**config.mk**
```make
export PLATFORM = sky130hd
export DESIGN_NAME = bellek_hakemi
export DESIGN_NICKNAME = d
export VERILOG_FILES = /design/src/rtl/bellek_hakemi.sv
export SDC_FILE = /design/constraint.sdc
export NUM_CORES = 1
export LEC_CHECK = 0
export CORE_ASPECT_RATIO = 1.25
export CORE_MARGIN = 3
export CORE_UTILIZATION = 40
export CTS_BUF_LIST = sky130_fd_sc_hd__clkbuf_2 sky130_fd_sc_hd__clkbuf_4 sky130_fd_sc_hd__clkbuf_8
export DETAILED_ROUTE_END_ITERATION = 12
export GPL_TIMING_DRIVEN = 0
export PLACE_DENSITY = 0.76
export SYNTH_ARGS = -nofsm -noshare
export SYNTH_HDL_FRONTEND = slang
export SYNTH_SLANG_ARGS = --single-unit
```
**constraint.sdc**
```tcl
create_clock -name clk_i -period 2.8 [get_ports clk_i]
set_input_delay 0.42 -clock clk_i [delete_from_list [all_inputs] [get_ports clk_i]]
set_output_delay 0.42 -clock clk_i [all_outputs]
set_load 0.02 [all_outputs]
```
**src/rtl/bellek_hakemi.sv**
```systemverilog
// Round-robin arbiter for the single external memory port: instruction refill vs. data load/store.
// Optional response timeout enabled by defining BELLEK_HAKEMI_ZAMAN_ASIMI_EN.
module bellek_hakemi #(
  parameter int unsigned ADRES_BIT   = 32,
  parameter int unsigned VERI_BIT    = 32,
  parameter int unsigned ZAMAN_ASIMI = 255
) (
  input  logic                  clk_i,
  input  logic                  rst_i,
  input  logic                  bb_istek_i,
  input  logic [ADRES_BIT-1:0]  bb_adres_i,
  output logic                  bb_hazir_o,
  output logic                  bb_gecerli_o,
  output logic [VERI_BIT-1:0]   bb_veri_o,
  output logic                  bb_hata_o,
  input  logic                  vb_istek_i,
  input  logic                  vb_yaz_i,
  input  logic [ADRES_BIT-1:0]  vb_adres_i,
  input  logic [VERI_BIT-1:0]   vb_veri_i,
  input  logic [VERI_BIT/8-1:0] vb_maske_i,
  output logic                  vb_hazir_o,
  output logic                  vb_gecerli_o,
  output logic [VERI_BIT-1:0]   vb_veri_o,
  output logic                  vb_hata_o,
  output logic                  bel_istek_o,
  output logic                  bel_yaz_o,
  output logic [ADRES_BIT-1:0]  bel_adres_o,
  output logic [VERI_BIT-1:0]   bel_veri_o,
  output logic [VERI_BIT/8-1:0] bel_maske_o,
  input  logic                  bel_hazir_i,
  input  logic                  bel_gecerli_i,
  input  logic [VERI_BIT-1:0]   bel_veri_i,
  output logic                  mesgul_o
);

  localparam int unsigned MASKE_BIT = VERI_BIT / 8;

  localparam logic [1:0] BOSTA = 2'd0;
  localparam logic [1:0] ISTEK = 2'd1;
  localparam logic [1:0] YANIT = 2'd2;

  localparam logic SAHIP_BB = 1'b0;
  localparam logic SAHIP_VB = 1'b1;

  logic [1:0]           durum_q, durum_d;
  logic                 sahip_q, sahip_d;
  logic                 son_sahip_q, son_sahip_d;
  logic                 bel_yaz_q, bel_yaz_d;
  logic [ADRES_BIT-1:0] bel_adres_q, bel_adres_d;
  logic [VERI_BIT-1:0]  bel_veri_q, bel_veri_d;
  logic [MASKE_BIT-1:0] bel_maske_q, bel_maske_d;
  logic                 bb_gecerli_q, bb_gecerli_d;
  logic                 vb_gecerli_q, vb_gecerli_d;
  logic                 bb_hata_q, bb_hata_d;
  logic                 vb_hata_q, vb_hata_d;
  logic [VERI_BIT-1:0]  bb_veri_q, bb_veri_d;
  logic [VERI_BIT-1:0]  vb_veri_q, vb_veri_d;
  logic                 zaman_doldu;

`ifdef BELLEK_HAKEMI_ZAMAN_ASIMI_EN
  localparam int unsigned HAM_BIT   = $clog2(ZAMAN_ASIMI + 1);
  localparam int unsigned SAYAC_BIT = (HAM_BIT < 8) ? 8 : ((HAM_BIT > 16) ? 16 : HAM_BIT);
  localparam logic [SAYAC_BIT-1:0] SINIR = SAYAC_BIT'(ZAMAN_ASIMI);

  logic [SAYAC_BIT-1:0] sayac_q, sayac_d;

  // Counts YANIT cycles without a response; cleared on the ISTEK->YANIT handoff.
  always_comb begin
    sayac_d = sayac_q;
    if (durum_q == ISTEK && bel_hazir_i) begin
      sayac_d = '0;
    end else if (durum_q == YANIT && !bel_gecerli_i) begin
      sayac_d = sayac_q + 1'b1;
    end
  end

  always_ff @(posedge clk_i or negedge rst_i) begin
    if (!rst_i) begin
      sayac_q <= '0;
    end else begin
      sayac_q <= sayac_d;
    end
  end

  assign zaman_doldu = (durum_q == YANIT) && (sayac_q == SINIR);
`else
  logic [31:0] unused_zaman_asimi;
  assign unused_zaman_asimi = ZAMAN_ASIMI;
  assign zaman_doldu        = 1'b0;
`endif

  always_comb begin
    durum_d      = durum_q;
    sahip_d      = sahip_q;
    son_sahip_d  = son_sahip_q;
    bel_yaz_d    = bel_yaz_q;
    bel_adres_d  = bel_adres_q;
    bel_veri_d   = bel_veri_q;
    bel_maske_d  = bel_maske_q;
    bb_veri_d    = bb_veri_q;
    vb_veri_d    = vb_veri_q;
    bb_gecerli_d = 1'b0;
    vb_gecerli_d = 1'b0;
    bb_hata_d    = 1'b0;
    vb_hata_d    = 1'b0;

    unique case (durum_q)
      BOSTA: begin
        if (bb_istek_i || vb_istek_i) begin
          if (bb_istek_i && vb_istek_i) begin
            sahip_d = ~son_sahip_q;
          end else begin
            sahip_d = vb_istek_i ? SAHIP_VB : SAHIP_BB;
          end
          son_sahip_d = sahip_d;
          durum_d     = ISTEK;
          if (sahip_d == SAHIP_VB) begin
            bel_yaz_d   = vb_yaz_i;
            bel_adres_d = vb_adres_i;
            bel_veri_d  = vb_veri_i;
            bel_maske_d = vb_maske_i;
          end else begin
            // Refill is read-only: full-word read, no write data.
            bel_yaz_d   = 1'b0;
            bel_adres_d = bb_adres_i;
            bel_veri_d  = '0;
            bel_maske_d = '1;
          end
        end
      end
      ISTEK: begin
        if (bel_hazir_i) begin
          durum_d = YANIT;
        end
      end
      YANIT: begin
        if (bel_gecerli_i) begin
          durum_d = BOSTA;
          if (sahip_q == SAHIP_VB) begin
            vb_gecerli_d = 1'b1;
            vb_veri_d    = bel_veri_i;
          end else begin
            bb_gecerli_d = 1'b1;
            bb_veri_d    = bel_veri_i;
          end
        end else if (zaman_doldu) begin
          durum_d = BOSTA;
          if (sahip_q == SAHIP_VB) begin
            vb_gecerli_d = 1'b1;
            vb_hata_d    = 1'b1;
            vb_veri_d    = '0;
          end else begin
            bb_gecerli_d = 1'b1;
            bb_hata_d    = 1'b1;
            bb_veri_d    = '0;
          end
        end
      end
      default: begin
        durum_d = BOSTA;
      end
    endcase
  end

  always_ff @(posedge clk_i or negedge rst_i) begin
    if (!rst_i) begin
      durum_q      <= BOSTA;
      sahip_q      <= SAHIP_BB;
      son_sahip_q  <= SAHIP_BB;
      bel_yaz_q    <= 1'b0;
      bel_adres_q  <= '0;
      bel_veri_q   <= '0;
      bel_maske_q  <= '0;
      bb_gecerli_q <= 1'b0;
      vb_gecerli_q <= 1'b0;
      bb_hata_q    <= 1'b0;
      vb_hata_q    <= 1'b0;
      bb_veri_q    <= '0;
      vb_veri_q    <= '0;
    end else begin
      durum_q      <= durum_d;
      sahip_q      <= sahip_d;
      son_sahip_q  <= son_sahip_d;
      bel_yaz_q    <= bel_yaz_d;
      bel_adres_q  <= bel_adres_d;
      bel_veri_q   <= bel_veri_d;
      bel_maske_q  <= bel_maske_d;
      bb_gecerli_q <= bb_gecerli_d;
      vb_gecerli_q <= vb_gecerli_d;
      bb_hata_q    <= bb_hata_d;
      vb_hata_q    <= vb_hata_d;
      bb_veri_q    <= bb_veri_d;
      vb_veri_q    <= vb_veri_d;
    end
  end

  assign bel_istek_o  = (durum_q == ISTEK);
  assign bb_hazir_o   = (durum_q == ISTEK) && bel_hazir_i && (sahip_q == SAHIP_BB);
  assign vb_hazir_o   = (durum_q == ISTEK) && bel_hazir_i && (sahip_q == SAHIP_VB);
  assign mesgul_o     = (durum_q != BOSTA);
  assign bel_yaz_o    = bel_yaz_q;
  assign bel_adres_o  = bel_adres_q;
  assign bel_veri_o   = bel_veri_q;
  assign bel_maske_o  = bel_maske_q;
  assign bb_gecerli_o = bb_gecerli_q;
  assign vb_gecerli_o = vb_gecerli_q;
  assign bb_veri_o    = bb_veri_q;
  assign vb_veri_o    = vb_veri_q;
  assign bb_hata_o    = bb_hata_q;
  assign vb_hata_o    = vb_hata_q;

endmodule

```
==> results.cfg, run 1 <==
; physical design summary
[outcome]
status = finished, final reports clean

[sta]
tns_ns = 0
rsz_0062_raised_after_global_routing = no
timing_hold_violations_final = 0
number_of_pins_with_negative_max_slew_slack_in_the_final_report = 0
finalCritPeriodShare_pct = 86.5
post_layout_worst_setup_margin_ns = 0.377
clock-skew-final_ns = 0.00978
setup_viol = 0

[placement]
dp_hpwl_um = 11900
worst_slack_at_placement_ns = 0.499
port_buffers = 277
place.gp.congestion = 0.820

[floorplan]
die_area_sq_mm = 0.0152
fp-utilization_pct = 41.3
die_w_um = 111

[drt]
drt_initial_violations = 75
drt-vias-per-instance = 4.86
drt_drc_violations_left = 0
drt_first_pass_iters = 4

[yosys]
yosysTopAreaCell = sky130_fd_sc_hd__dfrtp_1
postSynthRegisterBits = 138
top_cells_by_count = sky130_fd_sc_hd__dfrtp_1, sky130_fd_sc_hd__mux2_2, sky130_fd_sc_hd__a22o_1, sky130_fd_sc_hd__buf_2
post_synth_num_cell_types = 25
synth-edff-count = 0
top_cells_by_area = sky130_fd_sc_hd__dfrtp_1, sky130_fd_sc_hd__mux2_2, sky130_fd_sc_hd__a22o_1
synth-xor-area-share_pct = 0
yosys.stat.seqShare_pct = 62.6
synth_simple_gate_area_share_pct = 1.63
top_cell_area_share_pct = 62.6

[clocking]
tritoncts.num_buffers = 17
ctsHtreeMaxLevel = 4
ctsHoldBuffers = 1
post_cts_resize_count = 0
clkSlewWorstSetupHoldPaths_ns = 0.08

[power]
vdd_drop_max_v = 0.000657

[layout]
diodes = 0
layout_top_cells_excl_fill_tap = sky130_fd_sc_hd__clkdlybuf4s50_1, sky130_fd_sc_hd__dfrtp_1, sky130_fd_sc_hd__mux2_2, sky130_fd_sc_hd__a22o_1, sky130_fd_sc_hd__clkbuf_8

[worst_setup_path]
critical_path_required_ns = 2.38
worstReg2RegStart = son_sahip_q$_DFFE_PN0P_
cp_arrival_ns = 2.00
critPathMaxStageDelay_ns = 0.66
worst_reg_to_reg_setup_slack_ns = 0.99
worstRegToRegCells = 5

[global_route]
grt_util_all_layers_pct = 19.8

[min_path]
hp-class = flip-flop to flip-flop
hold_start = bb_veri_o[15]$_DFFE_PN0P_
run 1: critical path, delay by kind of cell (launching register included):
kind	cells	cell delay (ns)
buffers and inverters	1	0.66
DFF	1	0.42
and+or+nand+nor	3	0.50
run 1: per-layer routing:
layer | vias up | GRT usage, % | wire length [um]
met5 | - | 0 | 0
met4 | 0 | 8.35 | 352
met3 | 21 | 7.07 | 1210
met2 | 171 | 36.3 | 8250
met1 | 1986 | 20.5 | 5320
li1 | 1858 | - | -
run 1: layout make-up:
cell class,count,area [sq um]
repair buffers,279,2810
fillers,1048,4420
multi-input cells,185,1900
plain buffers,22,155
flip-flops and latches,138,3450
clock inverters,13,133
inverters,3,11.3
clock buffers,19,255
well taps,171,214
run 1: report_power, final:
part / leakage [nW] / switching [mW] / internal, mW
Clock: 0.185 / 0.812 / 0.755
Combinational: 1.91 / 2.47 / 2.80
Sequential: 1.70 / 0.505 / 2.96
Total: 3.79 / 3.78 / 6.51
run 1: worst max path at each step:
stage | from | endpoint | slack, ns
5_1_grt | durum_q[1]$_DFFE_PN0P_ | bb_hazir_o | 0.21
6_report | durum_q[1]$_DFFE_PN0P_ | bb_hazir_o | 0.38
3_3_place_gp | rst_i | bel_veri_o[13]$_DFFE_PN0P_ | -3.95
4_1_cts | durum_q[1]$_DFFE_PN0P_ | bb_hazir_o | 0.33
2_1_floorplan | durum_q[1]$_DFFE_PN0P_ | bb_hazir_o | 1.15
3_5_place_dp | vb_istek_i | bel_adres_o[31]$_DFFE_PN0P_ | 0.50
run 1: stage by stage:
stage	hold WS [ns]	power, mW	instance area, sq um
after floorplan	0.124	6.14	5520
after global placement	0.468	8.70	8500
after detailed placement	0.441	8.84	8530
after CTS	0.493	10.4	8930
after global routing	0.510	10.8	8930
final	0.488	10.3	8930
### Metal layers overlaid, run 1

Two of the layers only.
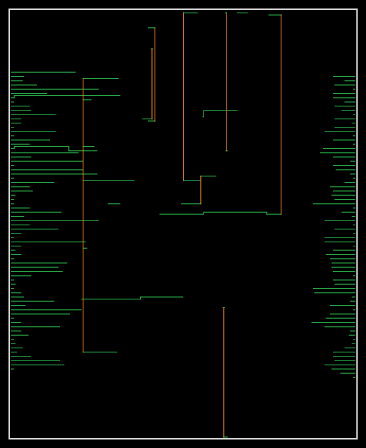
legend:
  met3:
    colour: green
    wire_length: 1210 um
  met4:
    colour: orange
    wire_length: 352 um

### Congestion heat map, run 1

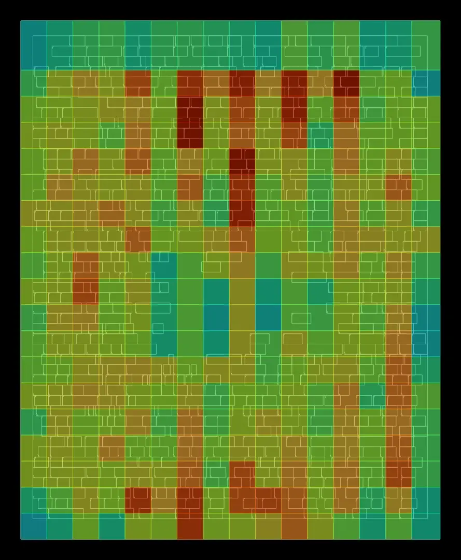
core utilization of the finished layout: 66.9%
GRT met1 Usage: 20.5%
layer with the highest usage after global routing: met2
GR Util met2: 36.3%
mean routed wirelength per cell: 18.2 um

### Cell classes on the final placement, run 1

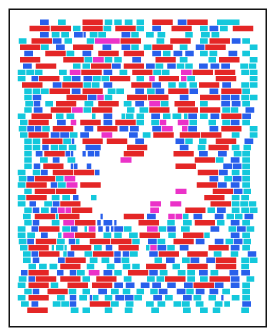
legend:
  clock drivers and dummy loads:
    colour: magenta
    cells: 32
    share_of_their_area: 4.5%
  other buffers and delay cells:
    colour: cyan
    cells: 301
    share_of_their_area: 34%
  all other logic:
    colour: blue
    cells: 188
    share_of_their_area: 22%
  flip-flops:
    colour: red
    cells: 138
    share_of_their_area: 40%

==> run 2, diff against run 1 <==
--- a/config.mk
+++ b/config.mk
@@ -5,6 +5,7 @@
 export SDC_FILE = /design/constraint.sdc
 export NUM_CORES = 1
 export LEC_CHECK = 0
+export CAP_MARGIN = 40
 export CORE_ASPECT_RATIO = 1.25
 export CORE_MARGIN = 3
 export CORE_UTILIZATION = 40
### Clock network drawn from the DEF, run 2

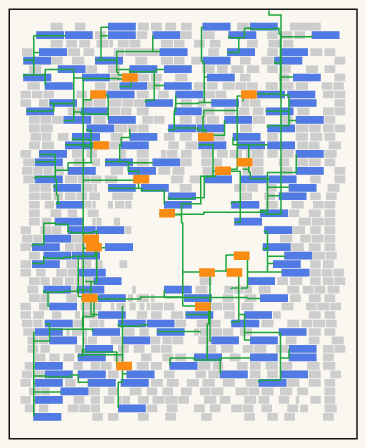
legend:
  clock wires:
    colour: green
    length: 1670 um
  flip-flops:
    colour: blue
    count: 138
  cells driving clock nets:
    colour: orange
    count: 17
routed clock nets: 18

### Congestion heat map, run 2

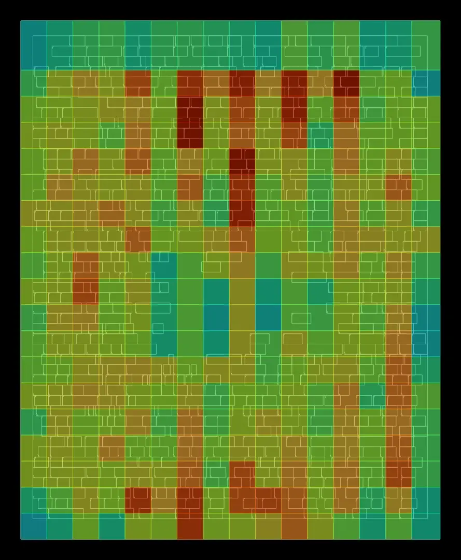
met3 layer usage reported by global route: 7.07%
total global-route track usage: 19.8%

==> results.cfg, run 2 <==
; physical design summary
[min_path]
hold_start = bb_veri_o[15]$_DFFE_PN0P_
hp-class = flip-flop to flip-flop

[clocking]
clkSlewWorstSetupHoldPaths_ns = 0.08
tritoncts.num_buffers = 17

[sta]
timing_hold_violations_final = 0
setup_viol = 0
number_of_pins_with_negative_max_slew_slack_in_the_final_report = 0
clock-skew-final_ns = 0.00978

[floorplan]
die_w_um = 111
die_area_sq_mm = 0.0152

[power]
cell_internal_pwr_mw = 6.51
power.share.sequential_pct = 33.6
vdd_drop_max_v = 0.000657
clockPowerShare_pct = 15.2
switching_share_pct = 36.7
comb_power_share_pct = 51.1
netSwitchingPower_mw = 3.78

[outcome]
status = finished, final reports clean

[drt]
drt_first_pass_iters = 4
drt_initial_violations = 75
drt-vias-per-instance = 4.86

[worst_setup_path]
worst_reg_to_reg_setup_slack_ns = 0.99
worstRegToRegCells = 5
critPathMaxStageDelay_ns = 0.66
count_of_buffer_and_inverter_cells_on_the_critical_path = 1
worstSetupEndpoint = bb_hazir_o

[yosys]
synth-edff-count = 0
post_synth_num_cell_types = 25
yosys.stat.seqShare_pct = 62.6
yosysTopAreaCell = sky130_fd_sc_hd__dfrtp_1
top_cells_by_area = sky130_fd_sc_hd__dfrtp_1, sky130_fd_sc_hd__mux2_2, sky130_fd_sc_hd__a22o_1

[layout]
n_fill_cell = 1048
layout_top_cells_excl_fill_tap = sky130_fd_sc_hd__clkdlybuf4s50_1, sky130_fd_sc_hd__dfrtp_1, sky130_fd_sc_hd__mux2_2, sky130_fd_sc_hd__a22o_1, sky130_fd_sc_hd__clkbuf_8
finish.utilization_pct = 66.9
### Cell classes on the final placement, run 2

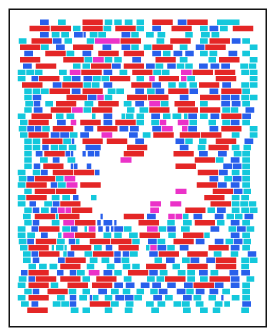
final std cell area, no fill: 0.00893 sq mm
Site Rows: 47
share of cell area taken by flip-flops and latches: 38.7%
placeable core area: 0.0133 sq mm

[run 2: logic make-up after synthesis]
kind of cell / Yosys count / share of synthesized area [%]
flip-flops: 138 / 62.6
multiplexers: 128 / 26.1
AND-OR/OR-AND: 42 / 6.49
buffers and inverters: 25 / 3.02
AND/OR/NAND/NOR: 13 / 1.63
other: 1 / 0.0680
[run 2: metal layers]
metal  vias to the layer above  GRT usage, %  routed length, um  share of wire (%)
li1                       1858             -                  -                  -
met4                         0          8.35                352                2.3
met2                       171          36.3               8250                 55
met5                         -             0                  0                  0
met3                        21          7.07               1210                8.0
met1                      1986          20.5               5320                 35
[run 2: power by group through the flow]
stage	Sequential [mW]	Combinational, mW	Clock (mW)
2_1_floorplan	4.62	1.51	0
3_3_place_gp	3.45	5.24	0
3_5_place_dp	3.50	5.34	0
4_1_cts	3.47	5.35	1.61
5_1_grt	3.58	5.55	1.70
6_report	3.46	5.26	1.57
[run 2: final cells by class]
type	count	area share, %
flip-flops and latches	138	38.7
repair buffers	279	31.5
multi-input cells	185	21.2
inverters	3	0.126
well taps	171	2.40
clock inverters	13	1.49
clock buffers	19	2.86
plain buffers	22	1.74
[run 2: timing repair]
item / CTS / global route
endpoints found under the setup margin: 0 / 0
setup buffers: 0 / 0
endpoints found under the hold margin: 60 / 0
hold buffers: 1 / 0
[run 2: metrics by stage]
stage / setup slack, ns / TNS [ns] / power, mW / instance area, sq um
6_report: 0.377 / 0 / 10.3 / 8930
3_5_place_dp: 0.499 / 0 / 8.84 / 8530
3_3_place_gp: -3.95 / -543.18 / 8.70 / 8500
5_1_grt: 0.207 / 0 / 10.8 / 8930
2_1_floorplan: 1.15 / 0 / 6.14 / 5520
4_1_cts: 0.334 / 0 / 10.4 / 8930
==> run 3, diff against run 2 <==
--- a/config.mk
+++ b/config.mk
@@ -8,11 +8,11 @@
 export CAP_MARGIN = 40
 export CORE_ASPECT_RATIO = 1.25
 export CORE_MARGIN = 3
-export CORE_UTILIZATION = 40
+export CORE_UTILIZATION = 44
 export CTS_BUF_LIST = sky130_fd_sc_hd__clkbuf_2 sky130_fd_sc_hd__clkbuf_4 sky130_fd_sc_hd__clkbuf_8
 export DETAILED_ROUTE_END_ITERATION = 12
 export GPL_TIMING_DRIVEN = 0
-export PLACE_DENSITY = 0.76
+export PLACE_DENSITY = 0.83
 export SYNTH_ARGS = -nofsm -noshare
 export SYNTH_HDL_FRONTEND = slang
 export SYNTH_SLANG_ARGS = --single-unit
### Clock network drawn from the DEF, run 3

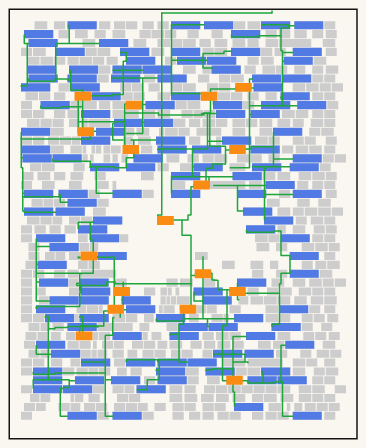
clock network latency to the later pin of the worst-skew pair: 0.43 ns
power share of the clock group: 17.4%
clock distribution power: 1.84 mW

### Cell classes on the final placement, run 3

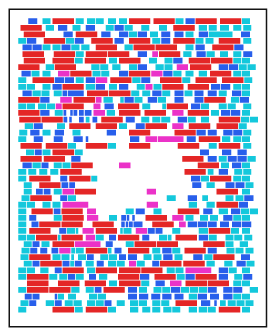
legend:
  all other logic:
    colour: blue
    cells: 188
    share_of_their_area: 22%
  clock drivers and dummy loads:
    colour: magenta
    cells: 32
    share_of_their_area: 5.2%
  other buffers and delay cells:
    colour: cyan
    cells: 301
    share_of_their_area: 34%
  flip-flops:
    colour: red
    cells: 138
    share_of_their_area: 39%

==> results.cfg, run 3 <==
; physical design summary
[yosys]
synthMuxAreaShare_pct = 26.1
synth-edff-count = 0
postSynthRegisterBits = 138
fa_ha_area_share_pct = 0
yosysTopAreaCell = sky130_fd_sc_hd__dfrtp_1
synthAoiAreaFrac_pct = 6.49
synth.comb.largest_family = multiplexers

[global_route]
grt_use_met3_pct = 9.39
grtUsageMet1_pct = 23.2
global_route.peak_usage_layer = met2

[floorplan]
die_w_um = 106
core_region_area_sq_mm = 0.0122

[sta]
post_layout_worst_setup_margin_ns = 0.385
clock-skew-final_ns = 0.0100
timing_hold_violations_final = 0

[power]
netSwitchingPower_mw = 3.81
vdd_drop_max_v = 0.000632
p_total_mw = 10.6
comb_power_share_pct = 49.9
power.share.sequential_pct = 32.8

[layout]
final_std_cell_area_no_fill_sq_mm = 0.00899

[drt]
drt_drc_violations_left = 0
mean_routed_wirelength_per_cell_um = 18.5

[placement]
place.gp.congestion = 0.711
dp_hpwl_um = 11800
worst_slack_at_placement_ns = 0.489
port_buffers = 277

[clocking]
post_cts_resize_count = 0
cts_post_setup_buffers_inserted = 0
tritoncts.num_buffers = 17

[min_path]
hold_start = bb_veri_o[3]$_DFFE_PN0P_
hp-class = flip-flop to flip-flop

[outcome]
status = finished, final reports clean

[worst_setup_path]
cp_arrival_ns = 2.00
### Ports around the boundary, run 3

Pins as bars across the die edge, other pins in grey.
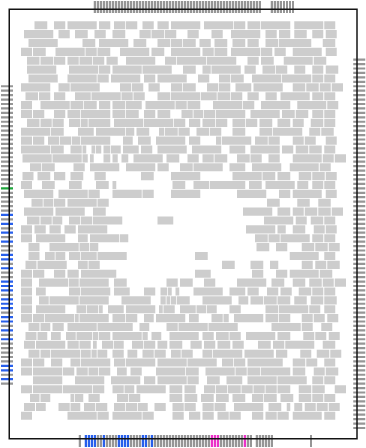
legend:
  vb_veri_i:
    colour: blue
    pins: 32
    direction: input
    edge: 20 left, 12 bottom
  bel_maske_o:
    colour: magenta
    pins: 4
    direction: output
    edge: bottom
  vb_gecerli_o:
    colour: green
    pins: 1
    direction: output
    edge: left

run 3: cell counts after synthesis:
No cell type changed its count.
run 3: logic make-up after synthesis:
family	Yosys count
buffers and inverters	25
other	1
AND-OR/OR-AND	42
flip-flops	138
AND/OR/NAND/NOR	13
multiplexers	128
run 3: per-layer routing:
| layer | up-vias | part of all wire [%] |
|---|---|---|
| li1 | 1856 | - |
| met1 | 2025 | 35 |
| met2 | 187 | 54 |
| met3 | 16 | 8.8 |
| met4 | 0 | 1.6 |
| met5 | - | 0 |
run 3: power by group through the flow:
| stage | Sequential [mW] | Clock, mW | Combinational (mW) |
|---|---|---|---|
| floorplan | 4.62 | 0 | 1.51 |
| finish | 3.47 | 1.84 | 5.28 |
| CTS | 3.47 | 1.89 | 5.35 |
| detailed placement | 3.50 | 0 | 5.33 |
| global placement | 3.44 | 0 | 5.23 |
| global route | 3.60 | 1.97 | 5.55 |
run 3: final cells by class:
type | count | area, sq um | area share, %
repair buffers | 279 | 2810 | 31.3
plain buffers | 22 | 155 | 1.73
clock inverters | 14 | 211 | 2.35
flip-flops and latches | 138 | 3450 | 38.4
multi-input cells | 185 | 1900 | 21.1
well taps | 164 | 205 | 2.28
inverters | 3 | 11.3 | 0.125
clock buffers | 18 | 248 | 2.75
run 3: worst max-delay path: stages (launching register included):
cell and delay, ns:
sky130_fd_sc_hd__dfrtp_1 0.43, sky130_fd_sc_hd__nor2b_1 0.26, sky130_fd_sc_hd__nand2_1 0.11, sky130_fd_sc_hd__nor2_1 0.14
sky130_fd_sc_hd__clkdlybuf4s50_1 0.63
Power figures rest on the tool's default switching activity, not on a simulated workload.
